### Wiring by layer

The bar under the picture is 100 um long. Two of the layers only.
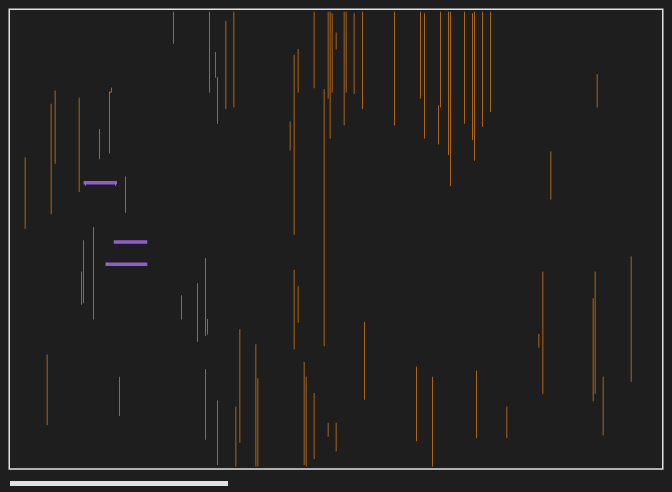
### Layout detail

The bar under the picture is 5 um long. Region (214, 148) to (234, 168) um. Cells in grey, sequential cells in the stronger grey; small squares are vias.
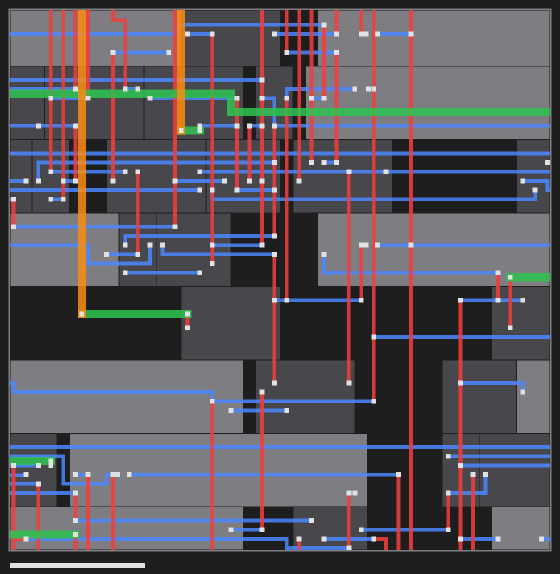
### Routing congestion

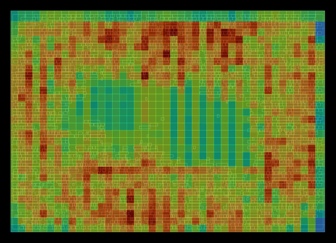
==> src/rtl/noc_tx_packetizer.sv <==
// noc_tx_packetizer: injection-side NoC interface. Reads LEN words from local SRAM
// and sends them as one header flit plus LEN payload flits to the mesh router.
`default_nettype none

module noc_tx_packetizer #(
   parameter int DATA_WIDTH = 256,
   parameter int ADDR_WIDTH = 20,
   parameter int COORD_BITS = 4,
   parameter int LEN_BITS   = 8
) (
   input  logic                  clk,
   input  logic                  rst_n,
   input  logic                  cmd_valid,
   output logic                  cmd_ready,
   input  logic [COORD_BITS-1:0] cmd_dest_x,
   input  logic [COORD_BITS-1:0] cmd_dest_y,
   input  logic [ADDR_WIDTH-1:0] cmd_src_addr,
   input  logic [ADDR_WIDTH-1:0] cmd_dst_addr,
   input  logic [LEN_BITS-1:0]   cmd_len,
   output logic                  sram_rd_en,
   output logic [ADDR_WIDTH-1:0] sram_rd_addr,
   input  logic [DATA_WIDTH-1:0] sram_rd_data,
   output logic [DATA_WIDTH-1:0] out_data,
   output logic [COORD_BITS-1:0] out_dest_x,
   output logic [COORD_BITS-1:0] out_dest_y,
   output logic                  out_valid,
   input  logic                  out_ready,
   output logic                  busy,
   output logic                  done
);

   localparam int HDR_PAD = DATA_WIDTH - 1 - ADDR_WIDTH - LEN_BITS;

   localparam logic [1:0] S_IDLE = 2'd0;
   localparam logic [1:0] S_HDR  = 2'd1;
   localparam logic [1:0] S_DATA = 2'd2;
   localparam logic [1:0] S_DONE = 2'd3;

   logic [1:0]            state;
   logic [COORD_BITS-1:0] dest_x;
   logic [COORD_BITS-1:0] dest_y;
   logic [ADDR_WIDTH-1:0] src_addr;
   logic [ADDR_WIDTH-1:0] dst_addr;
   logic [LEN_BITS-1:0]   len;
   logic [LEN_BITS-1:0]   rd_cnt;
   logic [LEN_BITS-1:0]   tx_cnt;
   logic                  rd_pend;
   logic [DATA_WIDTH-1:0] fifo_mem [2];
   logic                  wr_ptr;
   logic                  rd_ptr;
   logic [1:0]            fifo_cnt;

   logic                  in_xfer;
   logic [1:0]            occupancy;
   logic                  rd_issue;
   logic                  pay_valid;
   logic                  fire;
   logic                  pay_pop;
   logic                  fifo_pop;
   logic                  bypass;
   logic                  fifo_push;
   logic                  last_pay;
   logic [DATA_WIDTH-1:0] header;

   assign in_xfer   = (state == S_HDR) || (state == S_DATA);
   // Data returning this cycle counts toward occupancy so the FIFO can never overflow.
   assign occupancy = fifo_cnt + {1'b0, rd_pend};
   assign rd_issue  = in_xfer && (rd_cnt != len) && (occupancy < 2'd2);
   assign pay_valid = (state == S_DATA) && ((fifo_cnt != 2'd0) || rd_pend);
   assign out_valid = (state == S_HDR) || pay_valid;
   assign fire      = out_valid && out_ready;
   assign pay_pop   = (state == S_DATA) && fire;
   assign fifo_pop  = pay_pop && (fifo_cnt != 2'd0);
   assign bypass    = pay_pop && (fifo_cnt == 2'd0);
   assign fifo_push = rd_pend && !bypass;
   assign last_pay  = (tx_cnt == len - LEN_BITS'(1));
   assign header    = {1'b1, {HDR_PAD{1'b0}}, len, dst_addr};

   assign cmd_ready    = (state == S_IDLE);
   assign busy         = (state != S_IDLE);
   assign done         = (state == S_DONE);
   assign sram_rd_en   = rd_issue;
   assign sram_rd_addr = src_addr + ADDR_WIDTH'(rd_cnt);
   assign out_dest_x   = out_valid ? dest_x : '0;
   assign out_dest_y   = out_valid ? dest_y : '0;

   always_comb begin
      out_data = '0;
      if (state == S_HDR)
         out_data = header;
      else if (pay_valid)
         out_data = (fifo_cnt != 2'd0) ? fifo_mem[rd_ptr] : sram_rd_data;
   end

   always_ff @(posedge clk or negedge rst_n) begin
      if (!rst_n) begin
         state    <= S_IDLE;
         dest_x   <= '0;
         dest_y   <= '0;
         src_addr <= '0;
         dst_addr <= '0;
         len      <= '0;
         rd_cnt   <= '0;
         tx_cnt   <= '0;
         rd_pend  <= 1'b0;
      end else begin
         rd_pend <= rd_issue;
         if (rd_issue)
            rd_cnt <= rd_cnt + LEN_BITS'(1);
         if (pay_pop)
            tx_cnt <= tx_cnt + LEN_BITS'(1);
         case (state)
            S_IDLE: begin
               if (cmd_valid) begin
                  dest_x   <= cmd_dest_x;
                  dest_y   <= cmd_dest_y;
                  src_addr <= cmd_src_addr;
                  dst_addr <= cmd_dst_addr;
                  len      <= cmd_len;
                  rd_cnt   <= '0;
                  tx_cnt   <= '0;
                  state    <= S_HDR;
               end
            end
            S_HDR: begin
               if (fire)
                  state <= (len == '0) ? S_DONE : S_DATA;
            end
            S_DATA: begin
               if (pay_pop && last_pay)
                  state <= S_DONE;
            end
            default: state <= S_IDLE;
         endcase
      end
   end

   always_ff @(posedge clk or negedge rst_n) begin
      if (!rst_n) begin
         wr_ptr   <= 1'b0;
         rd_ptr   <= 1'b0;
         fifo_cnt <= 2'd0;
      end else begin
         if (fifo_push)
            wr_ptr <= ~wr_ptr;
         if (fifo_pop)
            rd_ptr <= ~rd_ptr;
         fifo_cnt <= fifo_cnt + {1'b0, fifo_push} - {1'b0, fifo_pop};
      end
   end

   always_ff @(posedge clk) begin
      if (fifo_push)
         fifo_mem[wr_ptr] <= sram_rd_data;
   end

endmodule

`default_nettype wire

==> config.mk <==
export PLATFORM = sky130hd
export DESIGN_NAME = noc_tx_packetizer
export DESIGN_NICKNAME = d
export VERILOG_FILES = /design/src/rtl/noc_tx_packetizer.sv
export SDC_FILE = /design/constraint.sdc
export NUM_CORES = 1
export LEC_CHECK = 0
export CAP_MARGIN = 20
export CELL_PAD_IN_SITES_DETAIL_PLACEMENT = 0
export CELL_PAD_IN_SITES_GLOBAL_PLACEMENT = 1
export CORE_ASPECT_RATIO = 0.7
export CORE_MARGIN = 1.5
export CORE_UTILIZATION = 42
export CTS_BUF_LIST = sky130_fd_sc_hd__clkbuf_4
export DETAILED_ROUTE_END_ITERATION = 7
export GPL_TIMING_DRIVEN = 0
export HOLD_SLACK_MARGIN = 0.12
export PLACE_DENSITY = 0.89
export SETUP_SLACK_MARGIN = 0.1
export SYNTH_ARGS = -nofsm -noshare
export SYNTH_HDL_FRONTEND = slang
export SYNTH_SLANG_ARGS = --single-unit
==> constraint.sdc <==
create_clock -name clk -period 17 [get_ports clk]
set_clock_uncertainty 0.1 [all_clocks]
set_input_delay 2.55 -clock clk [delete_from_list [all_inputs] [get_ports clk]]
set_output_delay 2.55 -clock clk [all_outputs]
set_load 0.01 [all_outputs]
==> design notes <==
The number of cell rows is 75. Entering global routing, the biggest net connects 64 pins. The AND-OR/OR-AND share of the synthesized area was 0.0884. The cell that appears most often on the critical path is sky130_fd_sc_hd__clkbuf_1. The path type of the worst setup path was flop to output pin. The post-synth count of flops with an enable pin is 512. The run gives 0.204 for the fraction of power consumed by the clock network. For this design, the CTS-stage hold fixing added 0 buffers. The main combinational cell family by area after synthesis was multiplexers. The logs give 0 for the total number of yosys warnings and 3780 uW for the cell internal power dissipation.

For the worst min-delay path, the startpoint reported by OpenROAD is dest_y[1]. At the end of routability-driven placement, the weighted congestion stood at 0.885. With the number of global-route vias before repair at 19400, the area share of xor/xnor cells in the synthesized design is 0.0170.

The logs give 0 ns for the total negative slack for setup checks and 0 for the post-cts gate resize count. For this design the static power due to leakage is 0.0132 uW. Counting every net in the synthesized netlist gives 2273. The sequential element share of the synthesized area was 0.674. The die width is 299 um. For this run, the slowest stage of the critical path takes 0.72 ns.

Counting cells, the worst reg-to-reg path comes to 8. The final timing report derives a shortest allowable period of 7.10 ns. The combined area of all synthesized cells was 0.0257 mm2; the layout cell share with drive strength beyond 1 was 0.112. The combinational fraction of design power came out at 0.457.

The run gives 11 for the initial antenna violation count. The flow measured a signed area growth from synthesis to layout of 36.7%. The clock input transition at the sequential cells of the worst setup and hold paths is 0.06 ns.

Per the placement report, the placed cell count is 3370. Across all register-to-register paths, the minimum setup slack is 13.80 ns. The run gives 0.00774 mm2 as the area occupied by multi-input gates. The run finished with clean final reports. The kind of cell with the highest combined delay along the critical path is buffers and inverters.
## Picture notes: 'Wiring by layer'
legend:
  purple:
    layer: metal 5
    wire_length: 45.1 um
  orange:
    layer: metal 4
    wire_length: 2680 um
routed length per instance: 21.2 um
Post-Route WL: 77300 um
all-layer global routing usage: 0.241

## Picture notes: 'Layout detail'
legend:
  red:
    layer: metal 2
  green:
    layer: metal 3
  blue:
    layer: metal 1
  orange:
    layer: metal 4
netlist names of flops here include: fifo_mem (7)
sequential cells in the window: 7
cells with their middle in the window: 25
most frequent: edfxtp_1 (7), clkdlybuf4s50_1 (5), a211oi_1 (4)

## Picture notes: 'Routing congestion'
M2 GR Usage: 0.365
final design utilization: 0.584
highest-utilization routing layer at the global route stage: met2
met1 capacity usage during global routing: 0.322
met3 track demand over resource: 0.0791

[per-layer routing]
metal  up-vias  wire length (um)
met4         6              2680
met2       859             35400
met5         -                45
met3       164              6980
li1       8865                 -
met1      9386             32100
[layout make-up]
cell class | count | area share
inverters | 16 | 0.00171
plain buffers | 138 | 0.0167
well taps | 808 | 0.0287
repair buffers | 624 | 0.184
flip-flops and latches | 591 | 0.493
multi-input cells | 1193 | 0.220
clock inverters | 42 | 0.00814
diodes | 7 | 0.000498
clock buffers | 221 | 0.0472
[flip-flops by register name, summed over array words and instances, names as in the netlist]
name and cells:
fifo_cnt 2, dst_addr 20, wr_ptr 1, fifo_mem 512, len 8, state 2
rd_cnt 8, rd_pend 1, tx_cnt 8, rd_ptr 1, dest_y 4, src_addr 20
dest_x 4
No activity file was given, so power comes from the tool's default toggle rates.
